## src/rtl/axi_r_arb_pkg.sv

```systemverilog
// axi_r_arb_pkg
//   Shared types and helpers for the AXI read-data channel arbiter and the
//   round-robin arbiter it is built on.
//   - arb_state_t : burst FSM state (IDLE, BURST)
//   - idx_width() : width of an index into n channels, never less than 1
package axi_r_arb_pkg;

   typedef enum logic [0:0] {
      IDLE  = 1'b0,
      BURST = 1'b1
   } arb_state_t;

   // $clog2(1) is 0, which would give a zero-width index for a single
   // channel; clamp to one bit so the index ports always exist.
   function automatic int idx_width(input int n);
      return (n > 1) ? $clog2(n) : 1;
   endfunction

endpackage

```

## src/rtl/axi_r_arb_rr_arbiter.sv

```systemverilog
// rr_arbiter
//   Purely combinational round-robin pick. Scans the request vector starting
//   at the channel just after last_grant and wrapping modulo N; the first
//   asserted request wins.
//   Ports:
//     req         in  N   request per channel
//     last_grant  in  CL  channel granted most recently
//     grant       out CL  index of the chosen channel (0 when none)
//     grant_valid out 1   at least one request present
module rr_arbiter #(
   parameter int N  = 4,
   parameter int CL = 2
) (
   input  logic [N-1:0]  req,
   input  logic [CL-1:0] last_grant,
   output logic [CL-1:0] grant,
   output logic          grant_valid
);

   always_comb begin
      int idx;
      idx         = 0;
      grant       = '0;
      grant_valid = 1'b0;
      // Offset 1..N visits every channel once, ending on last_grant itself,
      // so a lone requester that was just served can still be granted again.
      for (int k = 1; k <= N; k++) begin
         idx = int'(last_grant) + k;
         if (idx >= N) begin
            idx = idx - N;
         end
         if (!grant_valid && req[idx]) begin
            grant_valid = 1'b1;
            grant       = CL'(idx);
         end
      end
   end

endmodule

```

## src/rtl/axi_r_arb.sv

```systemverilog
// axi_r_arb
//   Merges M_COUNT upstream AXI R channels into one downstream R channel.
//   Whole bursts are granted in round-robin order; a grant is held until the
//   beat carrying rlast is taken. The downstream side is a single output
//   register, so nothing upstream reaches out_* combinationally.
//   Ports:
//     clk, rst                         clock, asynchronous active-high reset
//     in_rid/rdata/rresp/rlast/ruser   upstream payload, channel i at slice i
//     in_rvalid / in_rready            upstream handshake (rready one-hot or 0)
//     out_rid/rdata/rresp/rlast/ruser  downstream payload (registered)
//     out_rsrc                         channel that sourced the current beat
//     out_rvalid / out_rready          downstream handshake
module axi_r_arb
   import axi_r_arb_pkg::*;
#(
   parameter int M_COUNT     = 4,
   parameter int ID_WIDTH    = 8,
   parameter int DATA_WIDTH  = 32,
   parameter int RUSER_WIDTH = 1,
   parameter int CL_M_COUNT  = idx_width(M_COUNT)
) (
   input  logic                           clk,
   input  logic                           rst,
   input  logic [M_COUNT*ID_WIDTH-1:0]    in_rid,
   input  logic [M_COUNT*DATA_WIDTH-1:0]  in_rdata,
   input  logic [M_COUNT*2-1:0]           in_rresp,
   input  logic [M_COUNT-1:0]             in_rlast,
   input  logic [M_COUNT*RUSER_WIDTH-1:0] in_ruser,
   input  logic [M_COUNT-1:0]             in_rvalid,
   output logic [M_COUNT-1:0]             in_rready,
   output logic [ID_WIDTH-1:0]            out_rid,
   output logic [DATA_WIDTH-1:0]          out_rdata,
   output logic [1:0]                     out_rresp,
   output logic                           out_rlast,
   output logic [RUSER_WIDTH-1:0]         out_ruser,
   output logic [CL_M_COUNT-1:0]          out_rsrc,
   output logic                           out_rvalid,
   input  logic                           out_rready
);

   arb_state_t            state_reg, state_next;
   logic [CL_M_COUNT-1:0] grant_reg, grant_next;
   logic [CL_M_COUNT-1:0] last_grant_reg, last_grant_next;
   logic [CL_M_COUNT-1:0] arb_grant;
   logic                  arb_valid;
   logic                  out_free;
   logic                  load;

   // Per-channel views of the flattened payload buses.
   logic [ID_WIDTH-1:0]    rid_arr   [M_COUNT];
   logic [DATA_WIDTH-1:0]  rdata_arr [M_COUNT];
   logic [1:0]             rresp_arr [M_COUNT];
   logic [RUSER_WIDTH-1:0] ruser_arr [M_COUNT];

   for (genvar gi = 0; gi < M_COUNT; gi++) begin : g_slice
      assign rid_arr[gi]   = in_rid[gi*ID_WIDTH +: ID_WIDTH];
      assign rdata_arr[gi] = in_rdata[gi*DATA_WIDTH +: DATA_WIDTH];
      assign rresp_arr[gi] = in_rresp[gi*2 +: 2];
      assign ruser_arr[gi] = in_ruser[gi*RUSER_WIDTH +: RUSER_WIDTH];
   end

   rr_arbiter #(
      .N  (M_COUNT),
      .CL (CL_M_COUNT)
   ) u_rr_arbiter (
      .req         (in_rvalid),
      .last_grant  (last_grant_reg),
      .grant       (arb_grant),
      .grant_valid (arb_valid)
   );

   // The output register can take a beat when empty or when its current
   // beat leaves this cycle; this is what gives full throughput.
   assign out_free = !out_rvalid || out_rready;

   always_ff @(posedge clk or posedge rst) begin
      if (rst) begin
         state_reg      <= IDLE;
         grant_reg      <= '0;
         // Start just "behind" channel 0 so channel 0 wins first.
         last_grant_reg <= CL_M_COUNT'(M_COUNT - 1);
      end else begin
         state_reg      <= state_next;
         grant_reg      <= grant_next;
         last_grant_reg <= last_grant_next;
      end
   end

   always_comb begin
      state_next      = state_reg;
      grant_next      = grant_reg;
      last_grant_next = last_grant_reg;
      in_rready       = '0;
      load            = 1'b0;
      case (state_reg)
         IDLE: begin
            if (arb_valid) begin
               grant_next = arb_grant;
               state_next = BURST;
            end
         end
         BURST: begin
            in_rready[grant_reg] = out_free;
            // A granted channel that drops rvalid simply stalls the burst.
            if (in_rvalid[grant_reg] && out_free) begin
               load = 1'b1;
               if (in_rlast[grant_reg]) begin
                  last_grant_next = grant_reg;
                  state_next      = IDLE;
               end
            end
         end
         default: state_next = IDLE;
      endcase
   end

   always_ff @(posedge clk or posedge rst) begin
      if (rst) begin
         out_rid    <= '0;
         out_rdata  <= '0;
         out_rresp  <= '0;
         out_rlast  <= 1'b0;
         out_ruser  <= '0;
         out_rsrc   <= '0;
         out_rvalid <= 1'b0;
      end else if (load) begin
         out_rid    <= rid_arr[grant_reg];
         out_rdata  <= rdata_arr[grant_reg];
         out_rresp  <= rresp_arr[grant_reg];
         out_rlast  <= in_rlast[grant_reg];
         out_ruser  <= ruser_arr[grant_reg];
         out_rsrc   <= grant_reg;
         out_rvalid <= 1'b1;
      end else if (out_rready) begin
         out_rvalid <= 1'b0;
      end
   end

endmodule

```

## config.mk

```make
export PLATFORM = sky130hd
export DESIGN_NAME = axi_r_arb
export DESIGN_NICKNAME = d
export VERILOG_FILES = /design/src/rtl/axi_r_arb_pkg.sv /design/src/rtl/axi_r_arb_rr_arbiter.sv /design/src/rtl/axi_r_arb.sv
export SDC_FILE = /design/constraint.sdc
export NUM_CORES = 1
export LEC_CHECK = 0
export CAP_MARGIN = 5
export CORE_ASPECT_RATIO = 0.7
export CORE_MARGIN = 5
export CORE_UTILIZATION = 39
export CTS_CLUSTER_SIZE = 20
export DETAILED_ROUTE_END_ITERATION = 8
export MAX_ROUTING_LAYER = met4
export PLACE_DENSITY = 0.85
export SYNTH_ARGS = -nofsm -noshare
export SYNTH_HDL_FRONTEND = slang
export SYNTH_SLANG_ARGS = --single-unit
```

## constraint.sdc

```tcl
create_clock -name clk -period 3.23 [get_ports clk]
set_input_delay 0.969 -clock clk [delete_from_list [all_inputs] [get_ports clk]]
set_output_delay 0.969 -clock clk [all_outputs]
set_load 0.02 [all_outputs]
```

### M1 wires

Cells faint in the background.
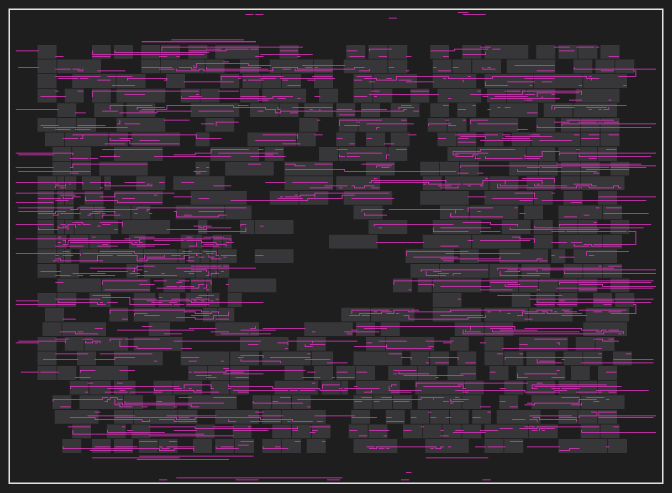
The wires run mostly horizontal. The layer carries 4,700 um of wire. 543 nets have wire on it. The layer holds 41% of the routed length.

### The metal 2 layer

Scale bar: 20 um.
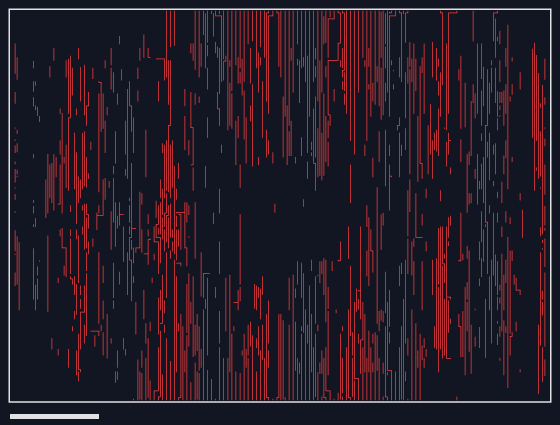
581 nets have wire on it. The longest straight run is 36.9 um. The layer carries 5,830 um of wire.
met2 usage: 38.1%
DR vias: 2,827

==> synth_stat cells (2+ instances only) <==
master / number / area share [%]
a21oi_1: 2 / 0.30
buf_12: 4 / 2.4
buf_2: 3 / 0.44
buf_6: 3 / 1.0
clkbuf_1: 6 / 0.66
dfrtp_1: 50 / 37
dfstp_2: 2 / 1.5
inv_1: 3 / 0.33
mux2_2: 10 / 3.3
mux2_4: 38 / 17
mux4_2: 45 / 30
nand2_1: 3 / 0.33
nand2b_1: 2 / 0.37
nand3_1: 4 / 0.59
nor2_1: 6 / 0.66
==> placed cells by master (no fill, tap or decap), drive strengths merged, types with 2 or more instances in the layout <==
master / netlist / routed
inv: 3 / 3
clkdlybuf4s50: 0 / 229
nand3: 5 / 5
nand2: 3 / 3
dlygate4sd2: 0 / 4
buf: 12 / 7
dfstp: 2 / 2
mux4: 45 / 45
nor2: 6 / 6
nand2b: 2 / 2
mux2: 48 / 48
clkinvlp: 0 / 2
dfrtp: 50 / 50
a21oi: 2 / 2
clkbuf: 6 / 6
==> cell type report <==
type                            count  area [um2]  area share [%]
Clock buffer                        6         139            2.33
Clock inverter                      2        15.0           0.252
Inverter                            3        11.3           0.189
Multi-Input combinational cell    127        1910            32.1
Sequential cell                    52        1310            22.0
Tap cell                          120         150            2.52
Timing Repair Buffer              240        2420            40.6
==> logic make-up (layout without fill, tap and decap cells) <==
| family | Yosys count | in the layout | synth area share [%] |
|---|---|---|---|
| DFF | 52 | 52 | 38.4 |
| AOI/OAI and AO/OA | 10 | 10 | 2.25 |
| muxes | 94 | 94 | 50.3 |
| buffers and inverters | 21 | 251 | 5.13 |
| and+or+nand+nor | 23 | 23 | 3.87 |
==> through the flow <==
step	area [um2]	power (mW)	cells	setup TNS [ns]	util (%)
finish	5960	5.24	550	0	70.2
global route	5960	5.53	550	0	70.2
CTS	5960	5.30	550	0	70.2
detailed placement	5810	4.75	542	-0.540	68.5
global placement	5810	4.65	542	-0.431	68.5
floorplan	3390	3.59	200	0	-
==> worst reg2reg max path, stage by stage, from the launching register on <==
cell and delay [ns]:
dfrtp_2 0.46, buf_4 0.56, mux4_2 0.65, nand3_4 0.14, buf_12 0.21, mux2_2 0.36
==> power by group <==
part / total [mW] / switching, mW / internal [mW]
clock network: 0.540 / 0.232 / 0.308
registers: 1.26 / 0.246 / 1.02
logic: 3.43 / 1.40 / 2.03
==> routing by layer <==
| layer | track usage [%] | share of wire, % | vias to the layer above |
|---|---|---|---|
| met4 | 4.27 | 1.4 | 0 |
| met1 | 26.5 | 41 | 1431 |
| met2 | 38.1 | 51 | 121 |
| li1 | - | - | 1258 |
| met3 | 5.23 | 6.3 | 17 |
| met5 | - | 0 | - |
==> impl_metrics.yaml <==
# flow metrics
run_status:
  status: "complete, no violations"
place:
  dpl_worst_slack_ns: -0.177
  dp_hpwl_um: 9380
detailed_routing:
  firstDrtPassIters: 4
  avgViaCountPerCell: 5.14
  ant_nets: 0
  drt-total-wl_um: 11400
final_timing:
  finalWorstSetupSlack_ns: 0.0889
  fin_skew_ns: 0.00406
  max_freq_mhz: 318
  setup_violations: 0
floorplan:
  io_pins: 234
  die_y_um: 88.0
  coreArea_um2: 8480
  rows: 28
  die_x_um: 121
power_and_ir_drop:
  p_per_area_nw_per_um2: 879
setup_path:
  critPathLaunch: "out_rready"
  endpoint: "in_rready[1]"
  crit_cells: 5
  cp_cell_sequence: "clkdlybuf4s50_1 > nand2b_1 > nand3_1 > nor2_1 > dlygate4sd2_1"
  crit_path_max_fanout: 4
  path_class: "in2out"
  cpLargestDelayFamily: "buffers and inverters"
clock_network:
  path_clk_slew_ns: 0.07
  cts_resized: 4
  cts.path.max_buffers: 2
yosys:
  ys_area_um2: 3390
  yosysSeqAreaShare_pct: 38.4
  ys_ff: 52
  syn_area_um2: 3390
  synth_cell_types: 34
global_route:
  grt_antenna_before_repair: 0
  grt_max_degree: 47
final_layout:
  top_regs: "out_rdata x32, out_rid x8"
  diodes: 0
  nFillCells: 613
  area_growth_pct: 75.6
hold_path:
  whs_path_depth: 1
  min_delay_worst_endpoint: "out_rlast$_DFFE_PP0P_"
No activity file was given, so power comes from the tool's default toggle rates.
